===== config.mk =====
export PLATFORM = sky130hd
export DESIGN_NAME = fetch_queue
export DESIGN_NICKNAME = d
export VERILOG_FILES = /design/src/rtl/fetch_queue.sv
export SDC_FILE = /design/constraint.sdc
export NUM_CORES = 1
export LEC_CHECK = 0
export ABC_AREA = 1
export CAP_MARGIN = 20
export CORE_MARGIN = 4
export CORE_UTILIZATION = 37
export CTS_CLUSTER_SIZE = 24
export DETAILED_ROUTE_END_ITERATION = 8
export PLACE_DENSITY = 0.57
export SETUP_SLACK_MARGIN = 0.15
export SLEW_MARGIN = 20
export SYNTH_ARGS = -nofsm -noshare
export SYNTH_HDL_FRONTEND = slang
export SYNTH_SLANG_ARGS = --single-unit

===== constraint.sdc =====
create_clock -name CLK -period 6.2 [get_ports CLK]
set_input_delay 1.55 -clock CLK [delete_from_list [all_inputs] [get_ports CLK]]
set_output_delay 1.55 -clock CLK [all_outputs]
set_load 0.05 [all_outputs]

===== src/rtl/fetch_queue.sv =====
// fetch_queue: PC owner and single-outstanding I-cache fetcher feeding ID through a DEPTH-entry FIFO.
// Optional same-cycle response bypass on an empty FIFO is enabled by defining FQ_BYPASS_EN.
`default_nettype none

module fetch_queue #(
  parameter int          DEPTH    = 4,
  parameter logic [31:0] RESET_PC = 32'hBFC00000
) (
  input  logic        CLK,
  input  logic        RESET,
  input  logic [31:0] Alt_PC_IN,
  input  logic        Request_Alt_PC_IN,
  input  logic        WANT_FREEZE_IN,
  input  logic        stall_IC,
  output logic        IC_Req_OUT,
  output logic [31:0] IC_Addr_OUT,
  input  logic        IC_Ack_IN,
  input  logic        IC_Valid_IN,
  input  logic [31:0] IC_Data_IN,
  output logic [31:0] Instr1_OUT,
  output logic [31:0] Instr_PC_OUT,
  output logic [31:0] Instr_PC_Plus4_OUT,
  output logic        Instr_Valid_OUT
);

  localparam int          AW      = $clog2(DEPTH);
  localparam logic [AW:0] DEPTH_C = (AW+1)'(DEPTH);
  localparam logic [0:0]  S_IDLE  = 1'b0;
  localparam logic [0:0]  S_WAIT  = 1'b1;

  logic [0:0]    r_state, w_state_nxt;
  logic [31:0]   r_pc, r_addr, r_pend_pc;
  logic          r_drop, r_pend_valid;
  logic [31:0]   r_instr_mem [DEPTH];
  logic [31:0]   r_pc_mem    [DEPTH];
  logic [AW-1:0] r_rd_ptr, r_wr_ptr;
  logic [AW:0]   r_count;

  logic        w_req, w_ack, w_resp, w_push, w_byp, w_valid, w_pop;
  logic        w_empty, w_flush, w_fifo_push, w_fifo_pop;
  logic [31:0] w_head_instr, w_head_pc;

  assign w_empty = (r_count == '0);
  assign w_ack   = IC_Ack_IN & w_req;
  assign w_resp  = (r_state == S_WAIT) & IC_Valid_IN;
  assign w_flush = Request_Alt_PC_IN & !w_empty;
  // A redirect over a non-empty FIFO discards a response arriving in the same cycle.
  assign w_push  = w_resp & !r_drop & !w_flush;

`ifdef FQ_BYPASS_EN
  assign w_byp = w_empty & w_push;
`else
  assign w_byp = 1'b0;
`endif

  assign w_valid     = !w_empty | w_byp;
  assign w_pop       = w_valid & !stall_IC & !WANT_FREEZE_IN;
  assign w_fifo_pop  = w_pop & !w_empty;
  assign w_fifo_push = w_push & !(w_byp & w_pop);

  assign w_head_instr = w_byp ? IC_Data_IN : r_instr_mem[r_rd_ptr];
  assign w_head_pc    = w_byp ? r_addr     : r_pc_mem[r_rd_ptr];

  assign Instr_Valid_OUT    = w_valid;
  assign Instr1_OUT         = w_valid ? w_head_instr : 32'h0;
  assign Instr_PC_OUT       = w_valid ? w_head_pc : 32'h0;
  assign Instr_PC_Plus4_OUT = w_valid ? (w_head_pc + 32'd4) : 32'h0;
  assign IC_Req_OUT         = w_req;
  assign IC_Addr_OUT        = w_req ? r_pc : 32'h0;

  always_ff @(posedge CLK or negedge RESET) begin
    if (!RESET) r_state <= S_IDLE;
    else        r_state <= w_state_nxt;
  end

  always_comb begin
    w_state_nxt = r_state;
    case (r_state)
      S_IDLE:  if (w_ack)       w_state_nxt = S_WAIT;
      S_WAIT:  if (IC_Valid_IN) w_state_nxt = S_IDLE;
      default: w_state_nxt = S_IDLE;
    endcase
  end

  // Only one request outstanding, so requesting below DEPTH always leaves room for its word.
  always_comb begin
    w_req = RESET & (r_state == S_IDLE) & (r_count < DEPTH_C);
  end

  always_ff @(posedge CLK or negedge RESET) begin
    if (!RESET) begin
      r_pc         <= RESET_PC;
      r_addr       <= 32'h0;
      r_pend_pc    <= 32'h0;
      r_pend_valid <= 1'b0;
      r_drop       <= 1'b0;
    end else begin
      if (w_ack)  r_addr <= r_pc;
      if (w_resp) r_drop <= 1'b0;
      if (w_flush) begin
        r_pc         <= Alt_PC_IN;
        r_pend_valid <= 1'b0;
        if (((r_state == S_WAIT) && !IC_Valid_IN) || w_ack) r_drop <= 1'b1;
      end else if (Request_Alt_PC_IN) begin
        // Empty FIFO: the next word to arrive is the delay slot; redirect once it is fetched.
        if (w_ack || w_push) begin
          r_pc         <= Alt_PC_IN;
          r_pend_valid <= 1'b0;
        end else begin
          r_pend_valid <= 1'b1;
          r_pend_pc    <= Alt_PC_IN;
        end
      end else if (w_ack) begin
        r_pc         <= r_pend_valid ? r_pend_pc : (r_pc + 32'd4);
        r_pend_valid <= 1'b0;
      end else if (w_push && r_pend_valid) begin
        r_pc         <= r_pend_pc;
        r_pend_valid <= 1'b0;
      end
    end
  end

  always_ff @(posedge CLK or negedge RESET) begin
    if (!RESET) begin
      r_rd_ptr <= '0;
      r_wr_ptr <= '0;
      r_count  <= '0;
    end else if (w_flush) begin
      r_wr_ptr <= r_rd_ptr + 1'b1;
      if (w_pop) begin
        r_rd_ptr <= r_rd_ptr + 1'b1;
        r_count  <= '0;
      end else begin
        r_count  <= (AW+1)'(1);
      end
    end else begin
      if (w_fifo_push) r_wr_ptr <= r_wr_ptr + 1'b1;
      if (w_fifo_pop)  r_rd_ptr <= r_rd_ptr + 1'b1;
      if (w_fifo_push && !w_fifo_pop)      r_count <= r_count + 1'b1;
      else if (w_fifo_pop && !w_fifo_push) r_count <= r_count - 1'b1;
    end
  end

  always_ff @(posedge CLK) begin
    if (w_fifo_push) begin
      r_instr_mem[r_wr_ptr] <= IC_Data_IN;
      r_pc_mem[r_wr_ptr]    <= r_addr;
    end
  end

endmodule

`default_nettype wire


Congestion heat map:
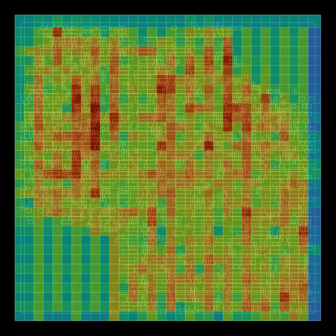
met2 usage in global routing: 0.300
DR WL/cell: 17.7 um
global routing met3 resource utilization: 0.0316
final core utilization: 0.459
Tot GR Track Use: 0.188

==> impl_results.html <==
<p>Metrics extracted from the flow reports.</p>
<table>
<tr><th>Metric</th><th>Value</th></tr>
<tr><th colspan="2">Finish</th></tr>
<tr><td>Layout overhead on the synthesized area</td><td>22.4%</td></tr>
<tr><td>Logic area</td><td>0.00546 mm^2</td></tr>
<tr><td>Number of inverters outside the clock class in the layout</td><td>238</td></tr>
<tr><th colspan="2">Setup path</th></tr>
<tr><td>Max stage delay cell, worst path</td><td>clkdlybuf4s50_1</td></tr>
<tr><td>Worst r2r path cells</td><td>13</td></tr>
<tr><td>Critical Path Sink Type</td><td>primary output</td></tr>
<tr><td>Data required time of the critical path</td><td>4.65 ns</td></tr>
<tr><td>Data arrival time of the critical path</td><td>4.05 ns</td></tr>
<tr><td>Critical path class</td><td>reg2out</td></tr>
<tr><td>Crit. path cell count</td><td>14</td></tr>
<tr><th colspan="2">Hold path</th></tr>
<tr><td>Type of the tightest min-delay check</td><td>reg2reg</td></tr>
<tr><td>Number of cells traversed by the worst hold path</td><td>2</td></tr>
<tr><td>Hold path start</td><td>r_pend_pc[29]</td></tr>
<tr><th colspan="2">Power</th></tr>
<tr><td>Internal cell power</td><td>6.34 mW</td></tr>
<tr><td>Clock group</td><td>2.36 mW</td></tr>
<tr><td>Clock network fraction of total power</td><td>0.192</td></tr>
<tr><td>Combinational group power</td><td>6.42 mW</td></tr>
<tr><td>Power share of the sequential group</td><td>0.285</td></tr>
<tr><th colspan="2">Global route</th></tr>
<tr><td>Wire length of the first global-routing pass</td><td>74200 um</td></tr>
<tr><td>Via count of the first global-routing pass</td><td>12700</td></tr>
<tr><td>Antenna violations before repair</td><td>0</td></tr>
<tr><th colspan="2">Route</th></tr>
<tr><td>First-pass DRT Iterations</td><td>6</td></tr>
<tr><td>Antenna violation net count after detailed routing</td><td>0</td></tr>
<tr><td>Routed wire length on met3</td><td>2440 um</td></tr>
<tr><td>Uppermost layer routed</td><td>met4</td></tr>
<tr><th colspan="2">Clocking</th></tr>
<tr><td>Number of buffers added for setup after CTS</td><td>0</td></tr>
<tr><td>Root buf cell</td><td>clkbuf_16</td></tr>
<tr><td>Number of hold buffers added after cts</td><td>0</td></tr>
<tr><td>Buffers from clock root to sink, at most</td><td>3</td></tr>
<tr><td>Number of cells upsized or downsized after cts</td><td>0</td></tr>
<tr><td>Sink count of the clock tree</td><td>362</td></tr>
<tr><th colspan="2">Synth</th></tr>
<tr><td>Top post-synthesis cells by area</td><td>edfxtp_1, dfrtp_1, nand2_1</td></tr>
<tr><td>Most instantiated cells after synthesis</td><td>nand2_1, nor2_1, edfxtp_1, inv_1, o21ai_0</td></tr>
<tr><td>Most frequent cell after synthesis</td><td>nand2_1</td></tr>
<tr><td>Async set-or-reset flop fraction in the synthesized netlist</td><td>0.293</td></tr>
<tr><td>Gate count after technology mapping</td><td>1904</td></tr>
<tr><td>Fraction of the mapped netlist area in simple logic gates</td><td>0.211</td></tr>
<tr><th colspan="2">Die</th></tr>
<tr><td>Num ports</td><td>201</td></tr>
<tr><th colspan="2">Status</th></tr>
<tr><td>Outcome</td><td>complete, no violations</td></tr>
</table>
M2 wires:
Cells faint in the background.
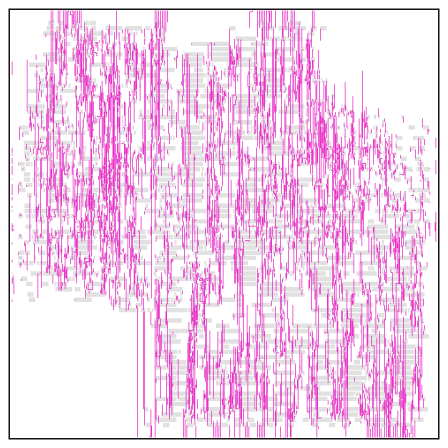
longest straight run = 78.5 um
wire length on this layer = 22.1 mm
nets with wire on the layer = 1603
main direction = vertical
count of vias placed by the detailed router: 13400
routed wire length: 48200 um

Power and IR drop assume default switching activity.
